Fig. 1: gate families picked out
Drawn at 2 px/um.
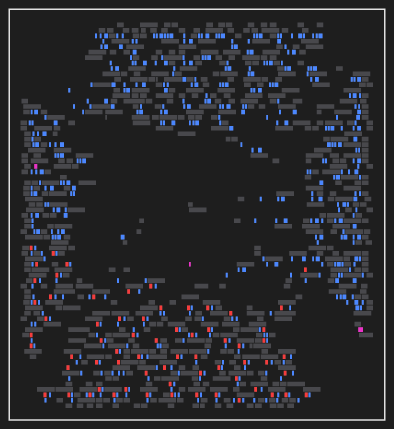
Fig. 2: routing congestion map
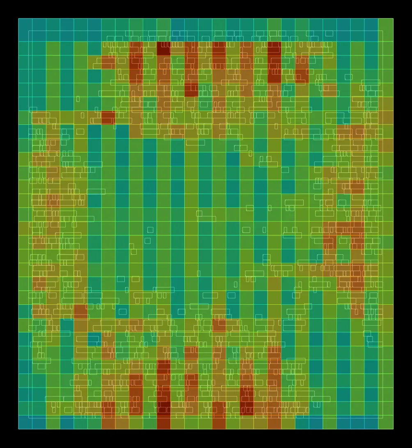
==> config.mk <==
export PLATFORM = sky130hd
export DESIGN_NAME = ex_mem
export DESIGN_NICKNAME = d
export VERILOG_FILES = /design/src/rtl/ex_mem.sv
export SDC_FILE = /design/constraint.sdc
export NUM_CORES = 1
export LEC_CHECK = 0
export ABC_AREA = 1
export CAP_MARGIN = 20
export CELL_PAD_IN_SITES_DETAIL_PLACEMENT = 0
export CELL_PAD_IN_SITES_GLOBAL_PLACEMENT = 2
export CORE_ASPECT_RATIO = 1.1
export CORE_MARGIN = 5
export CORE_UTILIZATION = 20
export DETAILED_ROUTE_END_ITERATION = 10
export PLACE_DENSITY = 0.85
export SYNTH_ARGS = -nofsm -noshare
export SYNTH_HDL_FRONTEND = slang
export SYNTH_SLANG_ARGS = --single-unit
==> constraint.sdc <==
create_clock -name clk -period 5.5 [get_ports clk]
set_clock_uncertainty 0.1 [all_clocks]
set_input_delay 1.1 -clock clk [delete_from_list [all_inputs] [get_ports clk]]
set_output_delay 1.1 -clock clk [all_outputs]
set_load 0.03 [all_outputs]
==> src/rtl/ex_mem.sv <==
// EX/MEM pipeline register with flush/stall handling and multi-cycle MAC feedback.
// Optional perf counters enabled by defining EX_MEM_PERF_CNT_EN.
module ex_mem #(
  parameter int unsigned STALL_W = 6
) (
  input  logic               clk,
  input  logic               rst,
  input  logic [STALL_W-1:0] stall,
  input  logic               flush,
  input  logic [4:0]         ex_wd,
  input  logic               ex_wreg,
  input  logic [31:0]        ex_wdata,
  input  logic               ex_whilo,
  input  logic [31:0]        ex_hi,
  input  logic [31:0]        ex_lo,
  input  logic [63:0]        hilo_temp_i,
  input  logic [1:0]         cnt_i,
  output logic [4:0]         mem_wd,
  output logic               mem_wreg,
  output logic [31:0]        mem_wdata,
  output logic               mem_whilo,
  output logic [31:0]        mem_hi,
  output logic [31:0]        mem_lo,
  output logic [63:0]        hilo_temp_o,
  output logic [1:0]         cnt_o
`ifdef EX_MEM_PERF_CNT_EN
  ,
  output logic [31:0]        perf_inst_cnt,
  output logic [31:0]        perf_bubble_cnt
`endif
);

  typedef enum logic [1:0] {UpdFlush, UpdBubble, UpdAdvance, UpdHold} upd_e;

  upd_e upd;

  // stall[3]=0 with stall[4]=1 is illegal and falls through to Advance.
  always_comb begin
    upd = UpdHold;
    if (flush) begin
      upd = UpdFlush;
    end else if (stall[3] && !stall[4]) begin
      upd = UpdBubble;
    end else if (!stall[3]) begin
      upd = UpdAdvance;
    end else begin
      upd = UpdHold;
    end
  end

  always_ff @(posedge clk or posedge rst) begin
    if (rst) begin
      mem_wd      <= '0;
      mem_wreg    <= 1'b0;
      mem_wdata   <= '0;
      mem_whilo   <= 1'b0;
      mem_hi      <= '0;
      mem_lo      <= '0;
      hilo_temp_o <= '0;
      cnt_o       <= '0;
    end else begin
      unique case (upd)
        UpdFlush: begin
          mem_wd      <= '0;
          mem_wreg    <= 1'b0;
          mem_wdata   <= '0;
          mem_whilo   <= 1'b0;
          mem_hi      <= '0;
          mem_lo      <= '0;
          hilo_temp_o <= '0;
          cnt_o       <= '0;
        end
        UpdBubble: begin
          mem_wd      <= '0;
          mem_wreg    <= 1'b0;
          mem_wdata   <= '0;
          mem_whilo   <= 1'b0;
          mem_hi      <= '0;
          mem_lo      <= '0;
          // Keep partial MAC state alive while execute is stalled.
          hilo_temp_o <= hilo_temp_i;
          cnt_o       <= cnt_i;
        end
        UpdAdvance: begin
          mem_wd      <= ex_wd;
          mem_wreg    <= ex_wreg;
          mem_wdata   <= ex_wdata;
          mem_whilo   <= ex_whilo;
          mem_hi      <= ex_hi;
          mem_lo      <= ex_lo;
          hilo_temp_o <= '0;
          cnt_o       <= '0;
        end
        default: ;
      endcase
    end
  end

`ifdef EX_MEM_PERF_CNT_EN
  always_ff @(posedge clk or posedge rst) begin
    if (rst) begin
      perf_inst_cnt   <= '0;
      perf_bubble_cnt <= '0;
    end else begin
      if (upd == UpdAdvance && (ex_wreg || ex_whilo)) begin
        perf_inst_cnt <= perf_inst_cnt + 32'd1;
      end
      if (upd == UpdBubble) begin
        perf_bubble_cnt <= perf_bubble_cnt + 32'd1;
      end
    end
  end
`endif

  a_no_mem_stall_without_ex : assert property (
    @(posedge clk) disable iff (rst) !(!stall[3] && stall[4])
  );

endmodule

==> out/metrics.csv <==
metric,value,unit
PwrDens,280,nW/um2
critical path capture point,hilo_temp_o[36]$_DFFE_PP0P_,
Nets at Floorplan,926,
most frequent cells in the layout,"clkdlybuf4s50_1 (340), nand2_1 (338), dfrtp_1 (169), nand4_1 (103), a21oi_1 (66)",
Seq Cell Count,169,
ys async rst share,1.00,
diode count,1,
worst r2r src,cnt_o[0]$_DFFE_PP0P_,
clk_lat worst skew,0.43,ns
Signal inverters,3,
R2R Path End,cnt_o[0]$_DFFE_PP0P_,
Post-Route M1 WL,10.5,mm
post-cts repair resize count,0,
cell with the most instances after synthesis,nand2_1,
YS warnings,0,
crit path launch,flush,
chip height,205,um
cell family with most CP delay,buffers and inverters,
fraction of area in multi-input gates,0.202,
worst path cell trace,clkdlybuf4s50_1 > clkinv_2 > nand2_2 > buf_4 > a21oi_1,
Worst Max-Slew Pin Slew,1.03,ns
clock buffer count from CTS,17,
Root Driver,clkbuf_16,
Setup-failing EPs final,0,
top cells by instance count after synthesis,"nand2_1 (339), dfrtp_1 (169), nand4_1 (103), a21oi_1 (66), buf_2 (34)",
setup slack after layout,2.70,ns
first-pass GRT wire length,39.9,mm
Critical-path top delay cell,buf_4,
IO Count,347,
top layer in use,met5,
setup TNS,0,ns
FILL cells,3565,
via/cell ratio,4.28,
Comb gates,509,
Synth Area per Inst,9.21,um2
H-tree levels,4,
Yosys reg bits,169,
1st-iter DRT viols,313,
xor/xnor share,0,
number of enable flip-flop cells,0,
vias,6418,
Crit Path Class,input pin to flop,
Detailed Route WL,25.8,mm
bufs w/o clock,350,
DR WL met2,12.7,mm
"Arr. time, crit path",2.97,ns
Clock Sinks,169,
Top Usage Layer GRT,met2,
Critical Path Fanout Max,66,
pre-CTS WS,2.24,ns
crit-path max cell delay,0.61,ns
layout cells sized above 1,0.0414,
"Slew Viols, Final",0,
Multi-input gate area,2260,um2
largest net degree at the start of global routing,170,
buffering overhead,0.313,
Critical Path End Type,flop,
port bufs,342,
Multiplexer share,0,
number of global-route vias before repair,6465,
die area,38300,um2
Well Taps,438,
critical path startpoint category,input pin,
Core Util at FP,0.202,
Clock Path Buffers,2,
hold buffer count at cts,0,
clock slew at reported path FFs,0.06,ns
worst path required time,5.67,ns
Area leader share,0.614,
"Adder Share, Synth",0,
ys cells,748,
Commonest Layout Cell,clkdlybuf4s50_1,
Slew HR,0.313,
total leakage power,5.01,nW
final-report hold violation count,0,
total gr overflow,0,
largest cell class by area,sequential cells,
# clk buffers,21,
Synth cell types,12,
Tool Warnings,33,
top post-synthesis cells by area,"dfrtp_1 (61%), nand2_1 (18%), nand4_1 (9.4%)",
Final Util,0.328,
initial antenna violation count,5,
site row count,71,
status,finished clean,
Worst R2R Path Depth,2,
VDD IR max,0.190,mV
WHS,0.417,ns
Max-Cap Viols,0,
area fraction in compound gates,0.0479,
Hold Path Class,flop to flop,
met2 GRT Util,0.213,
WP depth,5,
"Seq share, synth",0.614,
yosys simple share,0.280,
Die Span X,187,um
Final ANT Viol Nets,0,
synthesized instance count,748,
clk tree area frac,0.0561,
"Chip Area, Yosys",6890,um2
comb area leader,simple AND/OR/NAND/NOR gates,
GPL Wtd Cong,0.755,
Layout area overhead,62.4,%
met3 WL,1.96,mm
Post-synth top flop,dfrtp_1,
RSZ-0062 raised after global routing,no,
DRT Pass-1 Iters,5,
fin nets,1228,
setup bufs post-CTS,0,
worst path bufs/invs,3,
Max Clock Freq,0.357,GHz
Reg area,4230,um2
CTS tree,yes,
core area,34100,um2
period utilization,0.509,
Notes on Fig. 1 above:
Key: inverting AOI/OAI gates = red [cells 66, most used a21oi_1]; inverters = magenta [cells 3]; NAND gates = blue [cells 442, most used nand2_1, where all over the die]

Notes on Fig. 2 above:
gr usage total: 0.133
routed length per instance: 17.2 um
grt met3 use: 0.0498
GRT met1 Usage: 0.164

## stage by stage
step,power (W),instances,instance area [um2]
floorplan,0.00158,748,6890
global placement,0.00185,1468,10500
detailed placement,0.00186,1469,10600
CTS,0.00320,1500,11200
global route,0.00328,1500,11200
finish,0.00313,1501,11200
## worst register-to-register path: cells and delay by family, from the launching register on
kind	cells	cell delay, ns
flops	1	0.39
simple gates	1	0.07
compound gates	1	0.08
## worst min path at each step
| stage | slack [ns] | startpoint | endpoint | depth (start not counted) |
|---|---|---|---|---|
| 2_1_floorplan | 0.56 | hilo_temp_o[56]$_DFFE_PP0P_ | hilo_temp_o[56]$_DFFE_PP0P_ | 2 |
| 3_3_place_gp | 0.40 | mem_hi[15]$_DFFE_PP0P_ | mem_hi[15]$_DFFE_PP0P_ | 2 |
| 3_5_place_dp | 0.40 | mem_wdata[7]$_DFFE_PP0P_ | mem_wdata[7]$_DFFE_PP0P_ | 2 |
| 4_1_cts | 0.42 | mem_wdata[7]$_DFFE_PP0P_ | mem_wdata[7]$_DFFE_PP0P_ | 2 |
| 5_1_grt | 0.44 | mem_wdata[7]$_DFFE_PP0P_ | mem_wdata[7]$_DFFE_PP0P_ | 2 |
| 6_report | 0.42 | mem_lo[7]$_DFFE_PP0P_ | mem_lo[7]$_DFFE_PP0P_ | 2 |
## report_power, final
part | internal [W] | total (W) | switching (W) | leakage [nW]
clock | 0.000786 | 0.00131 | 0.000520 | 0.304
sequential | 0.00129 | 0.00132 | 0.0000267 | 2.28
combinational | 0.000224 | 0.000506 | 0.000282 | 2.43
## state kept, by name, indices dropped and copies added (netlist names)
name and flops:
mem_wd 5, hilo_temp_o 64, mem_hi 32, mem_lo 32
mem_wreg 1, mem_whilo 1, cnt_o 2, mem_wdata 32
Power and IR drop assume default switching activity.
